run_1/clk_routes.png
The bar under the picture is 20 microns long.
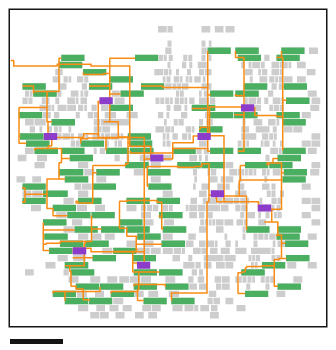
run_1/clocks.png
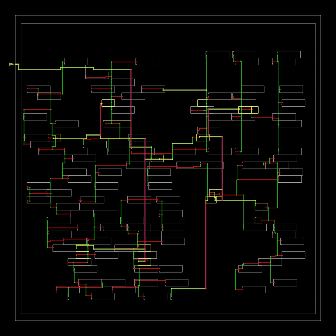
run_1/power_grid.png
Pins as bars on the die edge. Tap cells in gray.
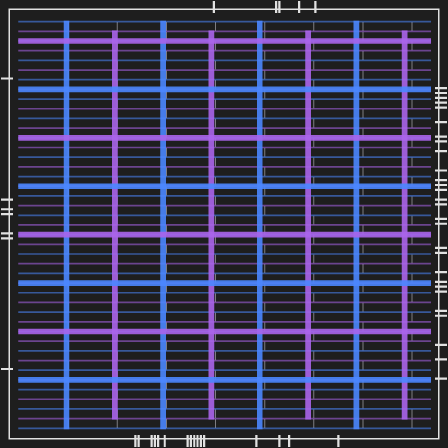
===== src/rtl/hack_uart_loader_if.sv =====
// -----------------------------------------------------------------------------
// hack_uart_loader_if
//   Write port of the Hack instruction memory. The UART loader drives it as
//   master. The instruction memory receives it as slave and latches address
//   and data on the clock edge that ends a cycle with rom_we high.
//
//   rom_we    : one-cycle write strobe
//   rom_addr  : 15-bit word address
//   rom_wdata : 16-bit instruction word
// -----------------------------------------------------------------------------
interface hack_uart_loader_if;
  logic        rom_we;
  logic [14:0] rom_addr;
  logic [15:0] rom_wdata;

  modport master (output rom_we, rom_addr, rom_wdata);
  modport slave  (input  rom_we, rom_addr, rom_wdata);
endinterface


===== src/rtl/hack_uart_loader.sv =====
// -----------------------------------------------------------------------------
// hack_uart_loader
//   Receives a length-prefixed, big-endian word stream over UART 8N1 and writes
//   it into instruction memory from address 0. The CPU is held in reset for the
//   whole load. It is released only when every announced word has been written.
//
//   Parameters
//     CLKS_PER_BIT : clock cycles per UART bit. Must be even and >= 4.
//   Ports
//     clk          : system clock
//     reset        : asynchronous, active-high reset
//     rx           : UART serial input, idle high, asynchronous to clk
//     load_req     : request level. Starts a load when seen in IDLE or ERR.
//     rom          : instruction-memory write port (master)
//     cpu_hold     : holds the CPU in reset while a load is pending or failed
//     busy         : loader FSM is not idle
//     done         : one-cycle pulse when a load completes
//     err          : sticky error. Cleared when the next load starts.
//     words_loaded : words written by the current or last load
// -----------------------------------------------------------------------------
module hack_uart_loader #(
  parameter int CLKS_PER_BIT = 868
) (
  input  logic               clk,
  input  logic               reset,
  input  logic               rx,
  input  logic               load_req,
  hack_uart_loader_if.master rom,
  output logic               cpu_hold,
  output logic               busy,
  output logic               done,
  output logic               err,
  output logic [15:0]        words_loaded
);

  localparam int CNT_W = $clog2(CLKS_PER_BIT);
  localparam logic [CNT_W-1:0] CNT_HALF = CNT_W'(CLKS_PER_BIT / 2 - 1);
  localparam logic [CNT_W-1:0] CNT_FULL = CNT_W'(CLKS_PER_BIT - 1);

  typedef enum logic [1:0] {
    RX_IDLE,
    RX_START,
    RX_DATA,
    RX_STOP
  } rx_state_e;

  typedef enum logic [2:0] {
    L_IDLE,
    L_LEN_HI,
    L_LEN_LO,
    L_DATA_HI,
    L_DATA_LO,
    L_WRITE,
    L_DONE,
    L_ERR
  } ld_state_e;

  // ---------------------------------------------------------------------------
  // rx synchronizer
  // ---------------------------------------------------------------------------
  logic rx_meta_q, rx_sync_q;

  always_ff @(posedge clk or posedge reset) begin
    if (reset) begin
      // NOTE: the synchronizer resets to the line's idle level (1). A reset to 0
      // would look like a start bit the moment reset is released.
      rx_meta_q <= 1'b1;
      rx_sync_q <= 1'b1;
    end else begin
      // NOTE: sequential state always uses non-blocking assignments, so that
      // every register samples values from before the edge.
      rx_meta_q <= rx;
      rx_sync_q <= rx_meta_q;
    end
  end

  // ---------------------------------------------------------------------------
  // UART receiver: samples the middle of each bit. The clock counter is
  // re-armed at the middle of the start bit.
  // ---------------------------------------------------------------------------
  rx_state_e        rx_state_q;
  logic [CNT_W-1:0] clk_cnt_q;
  logic [2:0]       bit_idx_q;
  logic [7:0]       shift_q;
  logic [7:0]       rx_byte_q;
  logic             byte_valid_q;
  logic             frame_err_q;

  always_ff @(posedge clk or posedge reset) begin
    if (reset) begin
      rx_state_q   <= RX_IDLE;
      clk_cnt_q    <= '0;
      bit_idx_q    <= '0;
      shift_q      <= '0;
      rx_byte_q    <= '0;
      byte_valid_q <= 1'b0;
      frame_err_q  <= 1'b0;
    end else begin
      byte_valid_q <= 1'b0;
      frame_err_q  <= 1'b0;
      case (rx_state_q)
        RX_IDLE: begin
          if (!rx_sync_q) begin
            clk_cnt_q  <= '0;
            rx_state_q <= RX_START;
          end
        end
        RX_START: begin
          if (clk_cnt_q == CNT_HALF) begin
            clk_cnt_q <= '0;
            bit_idx_q <= '0;
            // A start bit that is high again by mid-bit was only a glitch.
            rx_state_q <= rx_sync_q ? RX_IDLE : RX_DATA;
          end else begin
            clk_cnt_q <= clk_cnt_q + 1'b1;
          end
        end
        RX_DATA: begin
          if (clk_cnt_q == CNT_FULL) begin
            clk_cnt_q <= '0;
            shift_q   <= {rx_sync_q, shift_q[7:1]};  // LSB arrives first
            if (bit_idx_q == 3'd7) begin
              rx_state_q <= RX_STOP;
            end else begin
              bit_idx_q <= bit_idx_q + 1'b1;
            end
          end else begin
            clk_cnt_q <= clk_cnt_q + 1'b1;
          end
        end
        RX_STOP: begin
          if (clk_cnt_q == CNT_FULL) begin
            clk_cnt_q  <= '0;
            rx_state_q <= RX_IDLE;
            if (rx_sync_q) begin
              rx_byte_q    <= shift_q;
              byte_valid_q <= 1'b1;
            end else begin
              frame_err_q <= 1'b1;
            end
          end else begin
            clk_cnt_q <= clk_cnt_q + 1'b1;
          end
        end
        default: rx_state_q <= RX_IDLE;
      endcase
    end
  end

  // ---------------------------------------------------------------------------
  // Loader FSM
  // ---------------------------------------------------------------------------
  ld_state_e   ld_state_q;
  logic [15:0] len_q;
  logic        rom_we_q;
  logic [14:0] rom_addr_q;
  logic [15:0] rom_wdata_q;
  logic        cpu_hold_q;
  logic        done_q;
  logic        err_q;
  logic [15:0] words_loaded_q;

  logic [15:0] words_d;   // count after the word now being written
  logic [15:0] len_d;     // length once the low byte is in
  logic        can_start;

  assign words_d   = words_loaded_q + 16'd1;
  assign len_d     = {len_q[15:8], rx_byte_q};
  assign can_start = (ld_state_q == L_IDLE) || (ld_state_q == L_ERR);

  always_ff @(posedge clk or posedge reset) begin
    if (reset) begin
      ld_state_q     <= L_IDLE;
      len_q          <= '0;
      rom_we_q       <= 1'b0;
      rom_addr_q     <= '0;
      rom_wdata_q    <= '0;
      cpu_hold_q     <= 1'b0;
      done_q         <= 1'b0;
      err_q          <= 1'b0;
      words_loaded_q <= '0;
    end else if (frame_err_q && !can_start) begin
      // A corrupt byte means the program cannot be trusted. Keep the CPU held.
      ld_state_q <= L_ERR;
      err_q      <= 1'b1;
      cpu_hold_q <= 1'b1;
      rom_we_q   <= 1'b0;
      done_q     <= 1'b0;
    end else if (can_start && load_req) begin
      ld_state_q     <= L_LEN_HI;
      cpu_hold_q     <= 1'b1;
      err_q          <= 1'b0;
      words_loaded_q <= '0;
      rom_addr_q     <= '0;
    end else begin
      case (ld_state_q)
        L_LEN_HI: begin
          if (byte_valid_q) begin
            len_q[15:8] <= rx_byte_q;
            ld_state_q  <= L_LEN_LO;
          end
        end
        L_LEN_LO: begin
          if (byte_valid_q) begin
            len_q[7:0] <= rx_byte_q;
            if (len_d == 16'd0 || len_d > 16'd32768) begin
              err_q      <= 1'b1;
              ld_state_q <= L_ERR;
            end else begin
              ld_state_q <= L_DATA_HI;
            end
          end
        end
        L_DATA_HI: begin
          if (byte_valid_q) begin
            rom_wdata_q[15:8] <= rx_byte_q;
            ld_state_q        <= L_DATA_LO;
          end
        end
        L_DATA_LO: begin
          if (byte_valid_q) begin
            rom_wdata_q[7:0] <= rx_byte_q;
            rom_we_q         <= 1'b1;
            ld_state_q       <= L_WRITE;
          end
        end
        L_WRITE: begin
          // Address and data stay put during the strobe. They advance afterwards.
          rom_we_q       <= 1'b0;
          rom_addr_q     <= rom_addr_q + 15'd1;
          words_loaded_q <= words_d;
          if (words_d == len_q) begin
            done_q     <= 1'b1;
            cpu_hold_q <= 1'b0;
            ld_state_q <= L_DONE;
          end else begin
            ld_state_q <= L_DATA_HI;
          end
        end
        L_DONE: begin
          done_q     <= 1'b0;
          ld_state_q <= L_IDLE;
        end
        L_ERR: begin
          err_q      <= 1'b1;
          cpu_hold_q <= 1'b1;
        end
        default: ; // L_IDLE: bytes are discarded
      endcase
    end
  end

  assign rom.rom_we    = rom_we_q;
  assign rom.rom_addr  = rom_addr_q;
  assign rom.rom_wdata = rom_wdata_q;
  assign cpu_hold      = cpu_hold_q;
  assign busy          = (ld_state_q != L_IDLE);
  assign done          = done_q;
  assign err           = err_q;
  assign words_loaded  = words_loaded_q;

endmodule


===== src/flat_wrapper.sv =====
// flat-port wrapper written by rule: the top's interface ports become plain ports
module hack_uart_loader_flat 
#(
  parameter int CLKS_PER_BIT = 868
)
  (clk, reset, rx, load_req, cpu_hold, busy, done, err, words_loaded, rom_rom_we, rom_rom_addr, rom_rom_wdata);
  hack_uart_loader_if rom_i ();
  input  logic clk;
  input  logic reset;
  input  logic rx;
  input  logic load_req;
  output logic cpu_hold;
  output logic busy;
  output logic done;
  output logic err;
  output logic [15:0] words_loaded;
  output wire logic [$bits(rom_i.rom_we)-1:0] rom_rom_we;
  output wire logic [$bits(rom_i.rom_addr)-1:0] rom_rom_addr;
  output wire logic [$bits(rom_i.rom_wdata)-1:0] rom_rom_wdata;
  assign rom_rom_we = rom_i.rom_we;
  assign rom_rom_addr = rom_i.rom_addr;
  assign rom_rom_wdata = rom_i.rom_wdata;
  hack_uart_loader #(.CLKS_PER_BIT(CLKS_PER_BIT)) u_core (.clk(clk), .reset(reset), .rx(rx), .load_req(load_req), .rom(rom_i), .cpu_hold(cpu_hold), .busy(busy), .done(done), .err(err), .words_loaded(words_loaded));
endmodule

===== config.mk =====
export PLATFORM = sky130hd
export DESIGN_NAME = hack_uart_loader_flat
export DESIGN_NICKNAME = d
export VERILOG_FILES = /design/src/rtl/hack_uart_loader_if.sv /design/src/rtl/hack_uart_loader.sv /design/src/flat_wrapper.sv
export SDC_FILE = /design/constraint.sdc
export NUM_CORES = 1
export LEC_CHECK = 0
export CAP_MARGIN = 0
export CORE_MARGIN = 2
export CORE_UTILIZATION = 40
export CTS_BUF_LIST = sky130_fd_sc_hd__clkbuf_8
export CTS_CLUSTER_SIZE = 30
export DETAILED_ROUTE_END_ITERATION = 8
export GPL_ROUTABILITY_DRIVEN = 0
export PLACE_DENSITY = 0.59
export SETUP_SLACK_MARGIN = 0.3
export SLEW_MARGIN = 0
export SYNTH_ARGS = -nofsm -noshare
export SYNTH_HDL_FRONTEND = slang
export SYNTH_SLANG_ARGS = --single-unit

===== constraint.sdc =====
create_clock -name clk -period 11.1 [get_ports clk]
set_input_delay 3.33 -clock clk [delete_from_list [all_inputs] [get_ports clk]]
set_output_delay 3.33 -clock clk [all_outputs]
set_load 0.02 [all_outputs]

==> COMMIT_EDITMSG, run 1 <==
Log flow metrics for this revision

- The total area inside the core boundary comes to between 10000 and 15000 sq um.
- Compared with the post-synthesis result, the final layout area differs by 16.7%.
* Die outline height: around 120 microns
- Per the CTS log, the root buffer master is clkbuf_8.
* Number of buffers on the longest clock path: 2
- After technology mapping, the gate count stands at ~520.
* Critical Path Slowest Stage Cell: dfrtp_1
- STA reports the tightest min-delay check as being of type register to register.
- Final setup vio count: 0
- Fill cell count: roughly 1200
* Remaining design rule violation count: 0
* Worst Setup End Kind: primary output
- Worst Max-Slew Pin Slew: around 1.1 ns
- Total Die Area: roughly 14000 sq um
- Warning count from the yosys run: 0
- Final ANT Viol Nets: 0
* Vias per Instance: ~5.4
* Pin count of the biggest net entering global routing: roughly 81
- Based on the critical path, the design can be clocked at up to 0.181 GHz.
* Worst Hold Path EP: u_core.rx_sync_q
- Type of the worst setup path: register to primary output
* Leakage power: between 2 and 3 nW
- The timing report gives the biggest stage delay along the critical path as roughly 0.74 ns.
* Biggest fanout along the worst timing path: 22
* Most instantiated cells after synthesis: dfrtp_1, nand2_1, nor2_1
- WP buf/inv: 2
- HPWL reported at the end of detailed placement: approximately 8300 microns
- Die Span X: approximately 120 microns
- Non-filler instance count after layout: between 700 and 800
- Share of the yosys chip area belonging to registers: roughly half
- Most common cell in the netlist: dfrtp_1
- Detailed-route via count: approximately 4100
- On the critical path the data arrives at between 2 and 2.5 ns.
- Setup slack on the worst reg-to-reg path comes out at around 8.6 ns.
- In the global route stage, overall resource usage came out at ~17%.
- Yosys stat area: approximately 5400 sq um
* Hold Violations, Final: 0
- For reference, the placement row count at floorplan is 42.
* Overflow left after global routing: 0
- Proportion of synthesized flip-flops having asynchronous set or reset: 100%
* Number of standard cells reported by yosys: about 520
* Post-synth net total: between 500 and 600
- End of the worst register-to-register path: u_core.cpu_hold
- The number of global-route vias before repair was roughly 3900.
- Total power normalized to cell area comes to 106 nW/um^2.
* Core Util at FP: between 40% and 50%
- The number of cells on the worst hold path is listed as 0.
- Initial antenna violation count: 0
- Distinct lib cells: roughly 65
- The global routing stage identified its most utilized layer as met2.
- Outcome: finished, final reports clean
- Worst VDD drop: roughly 100 uV
## Picture notes: clk_routes.png
Key: orange = clock wires [length 1380 microns]; green = flip-flops [count 105]; purple = clock drivers [count 9]
There are 10 routed clock nets. Position of the flops: spread over the die.

## Picture notes: clocks.png
Layout clock buffers: 11
clock latency of the later-clocked register in the worst-skew pair: 0.39 ns
TritonCTS Buffers: 9
clock sink count: 105

## Picture notes: power_grid.png
Key: purple = VDD; blue = VSS
The core has 42 rows. 176 tap cells. 8 straps on met4. 56 signal pins sit on the boundary.

run 1: state kept, by name (all words and copies together) (netlist names), 3 cells and up, named ones only:
register,count
u_core.rom.rom_addr,15
u_core.ld_state_q,3
u_core.len_q,16
u_core.clk_cnt_q,10
u_core.rx_byte_q,8
u_core.rom.rom_wdata,16
u_core.shift_q,8
u_core.bit_idx_q,3
u_core.words_loaded,16
run 1: layout by cell type, fill, tap and decap left out, drive strengths merged, types with 4 or more instances in the layout:
cell type / synthesis / routed
nand3: 19 / 19
and3b: 4 / 4
o22ai: 6 / 6
or3: 4 / 4
xnor2: 23 / 23
nor2: 37 / 37
clkbuf: 15 / 11
nand4: 9 / 9
o211ai: 4 / 4
nor3: 12 / 12
nand2: 51 / 51
o21ai: 45 / 45
a22oi: 4 / 4
a21oi: 17 / 17
o31ai: 4 / 4
clkdlybuf4s50: 0 / 55
nor3b: 4 / 4
nand2b: 5 / 5
and4: 5 / 5
xor2: 15 / 15
nor4: 7 / 7
a31oi: 7 / 7
nor2b: 9 / 9
mux2: 49 / 49
ha: 6 / 6
dfrtp: 103 / 103
inv: 14 / 17
run 1: kinds of logic (layout without fill, tap and decap cells):
group / Yosys count / count (layout) / share of synthesized area (%)
simple gates: 179 / 179 / 18.2
compound gates: 105 / 105 / 12.0
buf+inv: 36 / 87 / 2.99
mux: 50 / 50 / 10.4
xor+xnor: 38 / 38 / 6.16
flops: 105 / 105 / 48.7
fa+ha+maj: 7 / 7 / 1.57
run 1: area by class of cell:
type                    instances  area share (%)
flip-flops and latches        105            41.7
multi-input cells             379            41.4
repair buffers                 57            8.97
well taps                     176            3.49
clock buffers                  11            2.40
clock inverters                 5            1.09
inverters                      14           0.874
run 1: routing by layer:
| metal | vias to the layer above | share of wire (%) |
|---|---|---|
| met1 | 1985 | 47 |
| met3 | 26 | 4.2 |
| met5 | - | 0 |
| li1 | 1963 | - |
| met2 | 88 | 46 |
| met4 | 0 | 2.7 |
run 1: report_power, final:
part	switching [mW]	total (mW)	internal, mW
clock	0.145	0.266	0.121
sequential	0.00144	0.385	0.383
combinational	0.0122	0.0175	0.00531
total	0.159	0.668	0.509
run 1: worst register-to-register path, delay by kind of cell (launching register included):
kind,cells,cell delay [ns]
DFF,1,0.54
AOI/OAI and AO/OA,1,0.09
and+or+nand+nor,5,1.42
adders and majority gates,1,0.33
run 1: per-stage QoR:
stage	hold slack, ns	area [sq um]	setup slack [ns]	util (%)
2_1_floorplan	0.345	5400	5.01	-
3_3_place_gp	0.346	6080	5.90	45.9
3_5_place_dp	0.351	6080	5.88	45.9
4_1_cts	0.367	6300	5.55	47.6
5_1_grt	0.375	6300	5.47	47.6
6_report	0.365	6300	5.58	47.6
run 1: worst max-delay path by stage:
stage,startpoint,slack [ns],end,cells past startpoint
floorplan,reset,5.01,async pin,1
global placement,load_req,5.90,u_core.rom.rom_addr[13],7
detailed placement,load_req,5.88,u_core.rom.rom_addr[11],6
CTS,u_core.ld_state_q[2],5.55,busy,4
global route,u_core.ld_state_q[2],5.47,busy,4
finish,u_core.ld_state_q[2],5.58,busy,4
run_1/logic_types.png
The bar under the picture is 20 microns long.
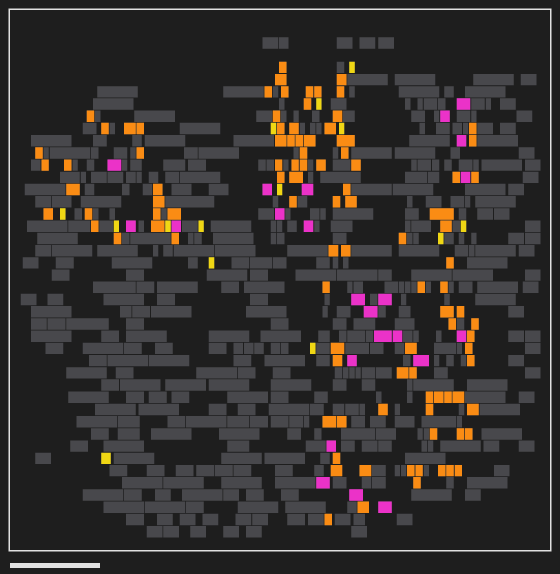

==> inputs of run 2 (changes only) <==
==> constraint.sdc (replaced) <==
create_clock -name clk -period 5.8 [get_ports clk]
set_input_delay 1.74 -clock clk [delete_from_list [all_inputs] [get_ports clk]]
set_output_delay 1.74 -clock clk [all_outputs]
set_load 0.02 [all_outputs]
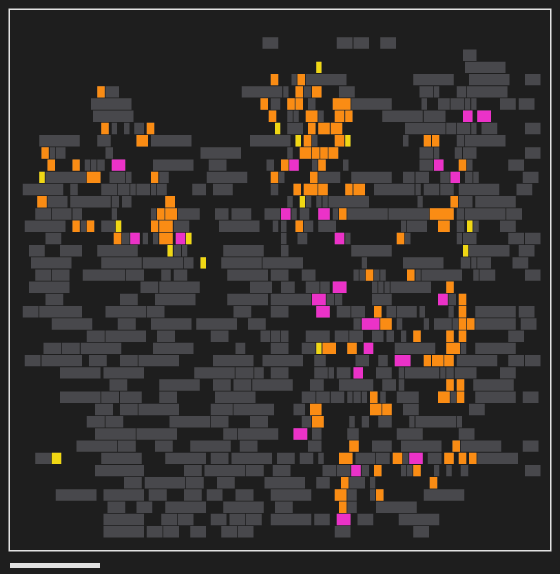
run_2/logic_types.png
The bar under the picture is 20 microns long.
Key: yellow = inverters [cells 14]; magenta = AND and OR gates [cells 23]; orange = inverting AOI/OAI gates [cells 99]

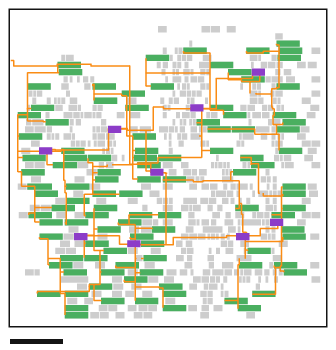
run_2/clk_routes.png
The bar under the picture is 20 microns long.
Key: orange = clock wires [length 1320 microns]; purple = clock drivers [count 9]; green = flip-flops [count 105]
Position of the flops: spread over the die.

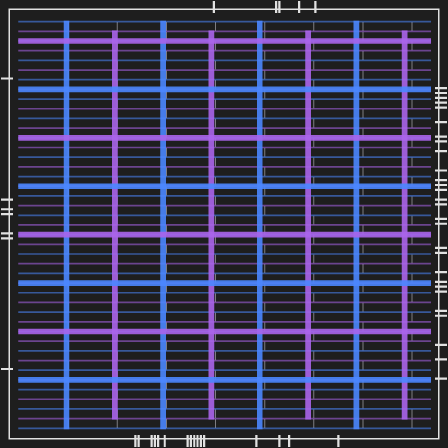
run_2/power_grid.png
Pins as bars on the die edge. Tap cells in gray.
Key: purple = VDD; blue = VSS
8 straps on met4. 176 tap cells.

==> run 2 against run 1 <==
  * Via count up 0.76%
  * Synthesized cell count unchanged
  * Sequential share of layout area about the same
  * Total power grew 89%
  * Clock skew rose by 0.0022 ns
  * Highest routed layer unchanged
  * Largest cell class unchanged
  * Worst hold slack gained 0.0017 ns
  * Register-to-register slack lost 5.6 ns
  * Design area is essentially flat
  * Critical path depth did not move
  * Clock power increased by 86%
  * Worst setup slack worse by 3.7 ns
  * Final cell count unchanged
==> COMMIT_EDITMSG, run 2 <==
Log flow metrics for this revision

* Type of the worst setup path: register to primary output
* Number of global-route vias before repair: approximately 3800
* Proportion of synthesized flip-flops having asynchronous set or reset: 100%
* Data arrival time of the worst path: approximately 2.2 ns
- TritonCTS Buffers: 9
* Number of standard cells reported by yosys: between 500 and 600
- After synthesis, flip-flops and latches occupy approximately 49% of the total area.
- Standard-cell rows: ~42
* Worst stage delay on the critical path: 0.73 ns
- Fill cell count: approximately 1300
- For this design the ratio of total power to cell area is 201 nW/um^2.
* Top Layout Cells: dfrtp_1, clkdlybuf4s50_1, nand2_1
* Final setup vio count: 0
* Clock sink count: about 110
* Detailed-route via count: a little over 4000
* Clock latency of the later-clocked register in the worst-skew pair: a little under 0.4 ns
- Yosys mapped the design onto 65 distinct sky130hd cell types.
- Master cell of the clock root buffer: clkbuf_8
- Outcome: finished, final reports clean
* Placeable core region: 13200 sq um
* Hold Violations, Final: 0
- In the synthesized netlist, the number of instances is 520.
- The HPWL after detailed placement is a little over 8000 microns.
- The floorplan step records an initial core utilization of roughly 41%.
* Total Die Area: ~14000 sq um
* Leakage power: ~2.7 nW
- The warning tally printed by Yosys for this design is 0.
* Overflow left after global routing: 0
- Die outline height: 120 microns
- The worst setup path is captured at a primary output.
* Post-synth net total: roughly 530
* Worst VDD drop: 218 uV
- The synthesized netlist has a Yosys-reported chip area of between 5000 and 6000 sq um.
- After detailed routing, the number of vias per cell comes to approximately 5.5.
- Worst Max-Slew Pin Slew: roughly 1.1 ns
- The finished layout holds 747 standard cells, fillers aside.
* Pin count of the biggest net entering global routing: between 70 and 80
* Hold crit path type: register to register
- Of all nets on the critical path, the largest fanout is 22.
-- run 2: cell counts after synthesis --
Identical to the previous run, type by type.
-- run 2: path summary, 6_finish.rpt --
kind                                            from                      end  slack, ns  depth (start not counted)
worst max-delay path            u_core.ld_state_q[2]                     busy       1.88                          4
worst min-delay path                u_core.rx_meta_q         u_core.rx_sync_q       0.37                          0
worst max register to register  u_core.ld_state_q[2]  u_core.rom.rom_addr[11]       2.97                          8
worst min register to register      u_core.rx_meta_q         u_core.rx_sync_q       0.37                          0
max in group asynchronous                      reset  u_core.rom.rom_addr[14]       2.93                          3
min in group asynchronous                      reset  u_core.rom.rom_wdata[0]       1.88                          2
-- run 2: per-stage QoR --
step,setup WS (ns),instance area [sq um],utilization [%]
final,1.88,6300,47.6
after global routing,1.70,6300,47.6
after CTS,1.86,6300,47.6
after detailed placement,1.86,6080,45.9
after global placement,1.94,6080,45.9
after floorplan,1.30,5400,-
-- run 2: cells by family after synthesis --
logic type	after synthesis	synth area share [%]
AND-OR/OR-AND	105	12.0
XOR/XNOR	38	6.16
adder cells (fa/ha/maj)	7	1.57
buffers and inverters	36	2.99
flip-flops	105	48.7
multiplexers	50	10.4
AND/OR/NAND/NOR	179	18.2
-- run 2: report_power, final --
part | leakage, nW | switching (mW) | internal [mW] | total, mW
logic | 1.28 | 0.0236 | 0.0102 | 0.0338
registers | 1.34 | 0.00265 | 0.734 | 0.737
clock network | 0.111 | 0.283 | 0.212 | 0.495
-- run 2: layer usage --
layer	vias up	part of all wire, %	wire length [microns]	GRT usage [%]
met3	8	4.8	551	4.53
met1	2000	48	5490	23.3
met2	104	47	5380	26.5
met5	-	0	0	0
li1	1981	-	-	-
met4	0	0.83	95	4.58
-- run 2: cell type report --
cell class	instances	area, sq um	share of cell area [%]
repair buffers	57	566	8.98
flip-flops and latches	105	2630	41.7
multi-input cells	379	2610	41.4
clock buffers	9	124	1.97
inverters	14	55.1	0.874
clock inverters	7	95.1	1.51
well taps	176	220	3.49
run_2/placement_by_type.png
The bar under the picture is 20 microns long.
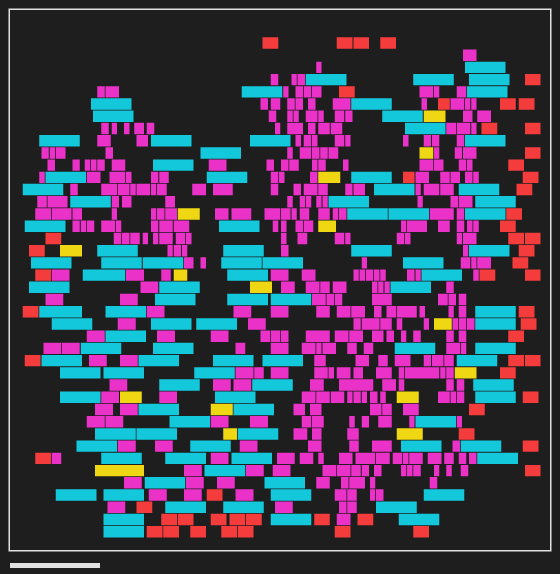

==> inputs of run 3 (changes only) <==
--- a/config.mk
+++ b/config.mk
@@ -12,7 +12,7 @@
 export CTS_CLUSTER_SIZE = 30
 export DETAILED_ROUTE_END_ITERATION = 8
 export GPL_ROUTABILITY_DRIVEN = 0
-export PLACE_DENSITY = 0.59
+export PLACE_DENSITY = 0.61
 export SETUP_SLACK_MARGIN = 0.3
 export SLEW_MARGIN = 0
 export SYNTH_ARGS = -nofsm -noshare
==> constraint.sdc (replaced) <==
create_clock -name clk -period 3.3 [get_ports clk]
set_input_delay 0.99 -clock clk [delete_from_list [all_inputs] [get_ports clk]]
set_output_delay 0.99 -clock clk [all_outputs]
set_load 0.02 [all_outputs]
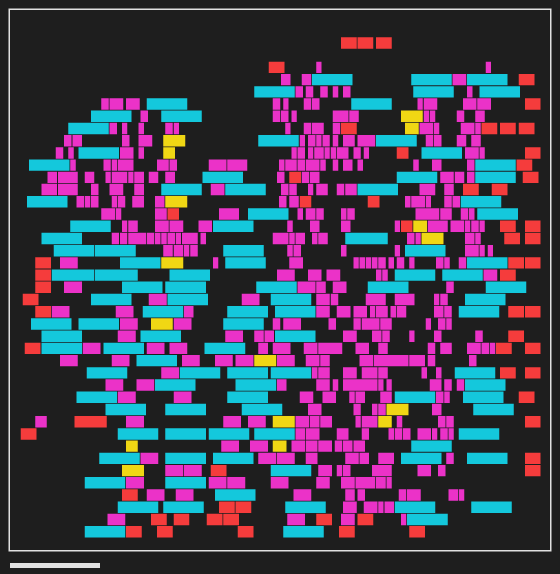
run_3/placement_by_type.png
The bar under the picture is 20 microns long.
Key: red = other buffers and delay cells [cells 62]; magenta = combinational and other logic [cells 393]; yellow = clock drivers and dummy loads [cells 16]; cyan = flops [cells 105]

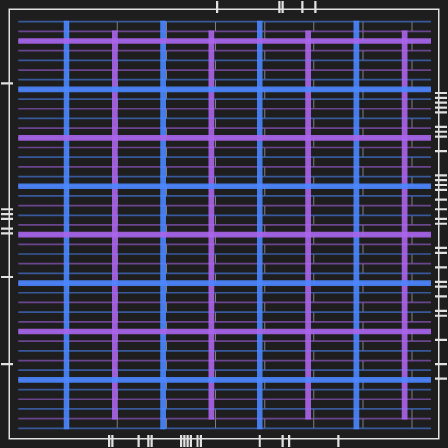
run_3/power_grid.png
Pins as bars on the die edge. Tap cells in gray.
Key: purple = VDD; blue = VSS
The core has 42 rows. 8 straps on met5. 43 met1 rails follow the rows. 56 signal pins sit on the boundary. 8 straps on met4.

==> run 3 against run 2 <==
  * Clock skew shrank 0.0039 ns
  * Total power up 67%
  * Core utilization increased by 0.16 points
  * Sequential power rose by 75%
  * Via count fell by 0.64%
  * Sequential cell count is the same
  * Design area up 0.34%
  * Combinational power is about 80% higher
  * Worst setup slack got worse by 1.4 ns
  * Sequential share of layout area down 0.12 points
  * Worst hold slack got worse by 0.0050 ns
  * Highest routed layer unchanged
  * Register-to-register slack got worse by 2.2 ns
  * Critical path type unchanged
==> COMMIT_EDITMSG, run 3 <==
Log flow metrics for this revision

* Post-layout instance area: 6320 sq um
- Relative max-transition margin: approximately two fifths
- After detailed routing, the number of vias per cell comes to 5.41.
- On the final layout, the worst clock skew is 0.00825 ns.
- After detailed routing, the number of remaining DRC violations is 0.
* Worst stage delay on the critical path: 0.54 ns
- Share of cells above drive strength 1: 12.5%
- In this run the VDD rail shows a maximum IR drop of 195 uV.
- Non-filler instance count after layout: around 750
* Hold crit path type: register to register
- In this run the clock root is driven by a clkbuf_8.
- Number of global-route vias before repair: about 4000
* Number of buffers on the longest clock path: 2
* Pin count of the biggest net entering global routing: between 80 and 90
- Standard-cell rows: approximately 42
* Post-synth net total: approximately 530
- HPWL reported at the end of detailed placement: 8170 microns
- Based on the critical path, the design can be clocked at up to about 0.35 GHz.
- STA classifies the critical path endpoint as a primary output.
- Worst Max-Slew Pin Slew: between 0.8 and 0.9 ns
* Syn_area_per_cell: between 10 and 15 sq um
- The number of antenna violations at the first check in global routing was 0.
- Proportion of synthesized flip-flops having asynchronous set or reset: 100%
* Fill cell count: 1258
* Number of standard cells reported by yosys: ~520
* Leakage power: between 2 and 3 nW
- The signal on the critical path passes through or2_1, nor2_1, inv_2, clkdlybuf4s50_1.
- Yosys instantiated no cell more often than dfrtp_1.
- The global route stage reports its total congestion overflow as 0.
- The worst path in the final design needs a cycle of around 2.8 ns, including I/O delays and setup.
* Hold Violations, Final: 0
- Total wirelength of the detailed-routed design: around 11000 microns
* Share of the yosys chip area belonging to registers: approximately 49%
- Wire per inst: roughly 15 microns
* Kind of cell with the highest combined delay on the critical path: buffers and inverters
* Area leader, netlist: dfrtp_1
- Fraction of synthesized cell area taken by the top area cell type: 47.7%
- Clock tree synthesis found a total of between 100 and 150 sinks.
- Synthesis handed over a netlist of about 520 instances.
- Post-route clock period utilization: 86.1%
- Data required time of the worst path: around 2.3 ns
- Endpoints with negative setup slack in the final report add up to 0.
* OpenROAD warning count: 27
- For this design the ratio of total power to cell area is around 340 nW/um^2.
* Cell total after placement: roughly 740
- Placeable core region: 13200 sq um
- Length of the first detailed-routing pass in iterations: 4
- Data on the critical path arrives at its endpoint at approximately 1.9 ns.
* Core Util at FP: ~41%
- GRT Util Overall: roughly 17%
- Per the run summary, max-cap violations total 0.
* Die outline height: about 120 microns
- Ys flops: 105
* Type of the worst setup path: register to primary output
- In this run the horizontal extent of the chip is about 120 microns.
* Mapped Area: approximately 5400 sq um
- Distinct lib cells: approximately 65
- Most numerous logic cell after layout: dfrtp_1
* Total Die Area: 14500 sq um
* Number of H-tree branching levels: 3
- The placement stage leaves a total instance area of 6130 sq um.
- As reported, the later end of the worst-skew pair has a clock insertion delay of approximately 0.38 ns.
- Adding up every negative setup slack in the final design gives 0 ns.
* Most instantiated cells after synthesis: dfrtp_1, nand2_1, nor2_1
- Area added between synthesis and finish: 17.0%
- Main flop type: dfrtp_1
- Per the repair_timing log after CTS, setup buffers inserted total 0.
- The first global-routing pass estimated 20000 microns of wire.
- Setup repair after global routing left no endpoint under its margin.
- Critical Path Slowest Stage Cell: clkdlybuf4s50_1
* Clock-pin slew on the worst setup and hold paths: roughly 0.10 ns
- Across all layers, the routed design uses approximately 4000 vias.
* Top Layout Cells: dfrtp_1, clkdlybuf4s50_1, nand2_1
- Per the post-run analysis, buffers plus inverters along the critical path come to 2.
- Hold buffer count at cts: 0
- The most critical hold endpoint after final layout shows a slack of 0.362 ns.
- Cell resize tally after clock tree synthesis: 0
- Max fanout on the critical path was recorded as 4.
- STA classifies the critical path startpoint as a register.
* Final ANT Viol Nets: 0
- Input/output buffers: roughly 55
- For this run, the chip area from Yosys synthesis comes to about 5400 sq um.
* Warning count from the yosys run: 0
- Per the log, the first TritonRoute iteration ended with a DRC count of 288.
- Outcome: finished, final reports clean
- Per the TritonCTS log, the buffer count is 9.
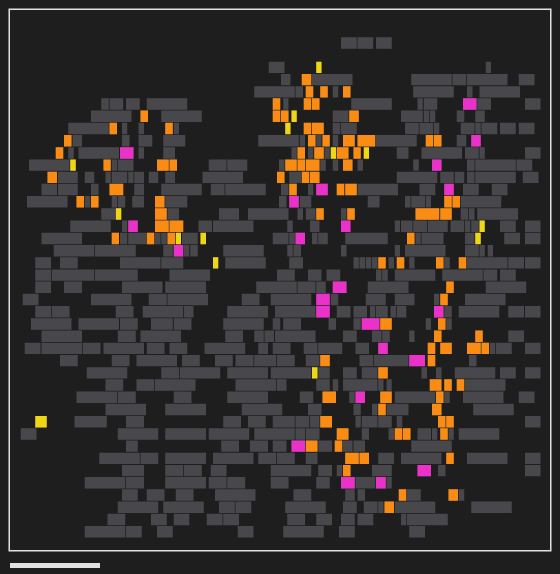
run_3/logic_types.png
The bar under the picture is 20 microns long.
Key: orange = inverting AOI/OAI gates [cells 99]; yellow = inverters [cells 14]; magenta = AND and OR gates [cells 23]

==> run 3: through the flow <==
step / utilization [%] / setup slack, ns
2_1_floorplan: - / 0.968
3_3_place_gp: 46.3 / 0.423
3_5_place_dp: 46.3 / 0.384
4_1_cts: 47.7 / 0.334
5_1_grt: 47.7 / 0.350
6_report: 47.7 / 0.459
==> run 3: cells by family after synthesis <==
kind of cell / synth area share [%]
xor+xnor: 6.16
buf+inv: 2.99
flops: 48.7
compound gates: 12.0
simple gates: 18.2
mux: 10.4
fa+ha+maj: 1.57
==> run 3: where the power goes <==
part | leakage (nW) | switching (mW) | internal, mW | total (mW)
clock network | 0.0895 | 0.461 | 0.303 | 0.764
logic | 1.31 | 0.0411 | 0.0196 | 0.0607
registers | 1.34 | 0.00465 | 1.29 | 1.29
total | 2.74 | 0.507 | 1.61 | 2.12
==> run 3: area by class of cell <==
class	instances	area, sq um	area share [%]
clock buffer	10	138	2.18
clock inverter	6	50.0	0.792
inverter	14	56.3	0.891
multi-input combinational	379	2610	41.3
sequential	105	2630	41.6
tap	176	220	3.48
timing repair buffer	62	616	9.74
==> run 3: metal layers <==
layer | global-route usage [%] | vias up | share of wire [%]
met5 | 0 | - | 0
met4 | 6.83 | 0 | 1.8
met3 | 2.59 | 12 | 3.3
met2 | 27.3 | 85 | 47
met1 | 23.8 | 2003 | 48
li1 | - | 1967 | -
==> run 3: worst paths after layout <==
check                                       start                        to  slack [ns]  depth (start not counted)
setup reg to reg           u_core.words_loaded[0]      u_core.ld_state_q[2]        0.79                          7
setup / recovery             u_core.ld_state_q[1]                      busy        0.46                          4
hold reg to reg                  u_core.rx_meta_q          u_core.rx_sync_q        0.36                          0
max in group asynchronous                   reset      u_core.ld_state_q[0]        1.57                          3
hold / removal                   u_core.rx_meta_q          u_core.rx_sync_q        0.36                          0
min in group asynchronous                   reset  u_core.rom.rom_wdata[13]        0.94                          2
Power is estimated from default activity; no workload was simulated.
